Figure 1. Sequential cells grouped by signal name.
The bar under the picture is 20 um long.
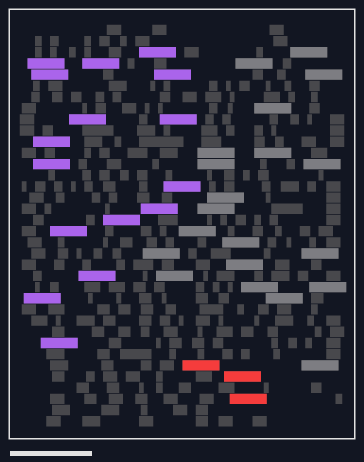
Figure 2. Wiring by layer.
Two of the layers only.
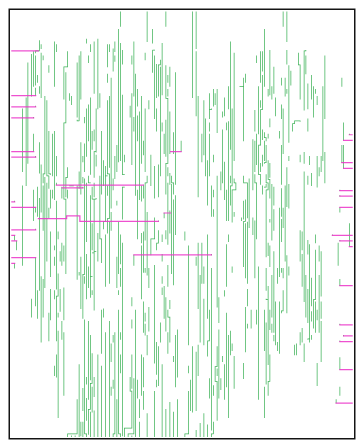
Design instr_sequencer, sky130hd; sources not shown.
==> results.cfg <==
; physical design summary
[finish]
clkbuf_count = 5
final_cells = 423
largestClassByArea = combinational gates
comb-cell-share_pct = 40.8
n_fill_cell = 880
drive_above_1_share_pct = 14.6
n_all_inverters = 9
final_common_cell = clkdlybuf4s50_1
area_growth_pct = 38.3
finalNetCount = 357

[logic_synthesis]
yosysUniqueCellTypes = 40
syn_inst = 252
avgSynthCellArea_um2 = 9.60
ys_seq_elements = 39
aoi_share_pct = 14.4
synth_simple_gate_area_share_pct = 32.0
fp_nets = 282
yosysWarnings = 6
top_logic_kind = simple AND/OR/NAND/NOR gates
mux_area_share_pct = 5.12
fa_ha_area_share_pct = 1.03
synth_area_mm2 = 0.00242

[clock_tree]
clkSlewWorstSetupHoldPaths_ps = 80
clk_path_buf_depth = 2
cts_max_level = 2
cts_sinks = 39
cts_setup_buffers = 0
cts_tree = yes
cts_hold_buf = 0
clock_latency_ps = 300

[power]
power_switching_w = 0.00115
p_int_w = 0.00158
powerClk_w = 0.000550
peakVddDrop_v = 0.000379
p_sw_share_pct = 42.2
power.clock.fraction_pct = 20.2
power_frac_seq_pct = 36.4
seq-power_w = 0.000992
p_comb_w = 0.00119

[floorplanning]
n_tap_cell = 95
die_w_um = 83.7
die_area_mm2 = 0.00872
fp_util_pct = 30.5

[global_route]
grt_pass1_wl_mm = 13.0
met1_usage_pct = 21.7
grt_max_degree = 43
busiest_layer = met2
grtUsageMet3_pct = 2.46
antenna_found_initial = 0

[worst_setup_path]
path_depth = 3
cp_top_family = buffers and inverters
critical_path_class = flip-flop to output pin
cp_max_fo = 5
cp.arrival_ps = 1780

[final_timing]
clock_skew_ps = 11.0
hold_viol_final = 0
rsz0062_at_grt = false
final.setup.tns_ps = 0
drv_slew = 0
period_used_pct = 96.4
slew_headroom_pct = 57.8
setup_viol = 0
fmax_mhz = 417

[worst_hold_path]
hp-class = input port to asynchronous set/reset pin

[drt]
drt_first_iter_violations = 39
drt-met1-wl_mm = 3.30
num_vias = 2376
routed-wl-met3_um = 177
ant_nets = 0

[placed_design]
dp.cells = 415
place_ws_ps = -544
place_hpwl_mm = 5.69

[status]
status = finished, final reports clean
-- Figure 1 (at the start) --
| color | name in the netlist | placed flops |
|---|---|---|
| red | op_q | 3 |
| purple | u_cycle_cnt/count | 16 |
final core utilization: 42.2%
flop share of the area: 29.2%

-- Figure 2 (at the start) --
| color | layer | wire length |
|---|---|---|
| magenta | metal 3 | 178 um |
| green | metal 2 | 4,360 um |
DR WL/cell: 18.7 um
final WL: 7.89 mm

==> cell usage after synthesis, types with 3 or more instances <==
library cell	instances	area, um2
or4_2	4	35.0
mux2_2	3	33.8
or4_1	10	75.1
or3_1	4	25.0
and3_1	6	37.5
a21oi_1	24	120
nor4_1	9	56.3
nand3b_1	3	22.5
nand3_1	7	35.0
nor3_1	4	20.0
clkbuf_1	8	30.0
o21ai_1	6	30.0
xnor2_1	8	70.1
nor4_4	3	63.8
nor2b_1	9	56.3
nor2_1	13	48.8
nand2_1	14	52.6
inv_1	9	33.8
nand4_1	17	106
and4_2	4	40.0
o31ai_1	14	105
dfrtp_1	39	976
mux2_1	8	90.1
==> timing repair <==
action                                 4_1_cts  5_1_grt
gates resized                               24        8
pin swaps                                    9        7
endpoints found under the hold margin        0        0
setup endpoints to repair                    7        2
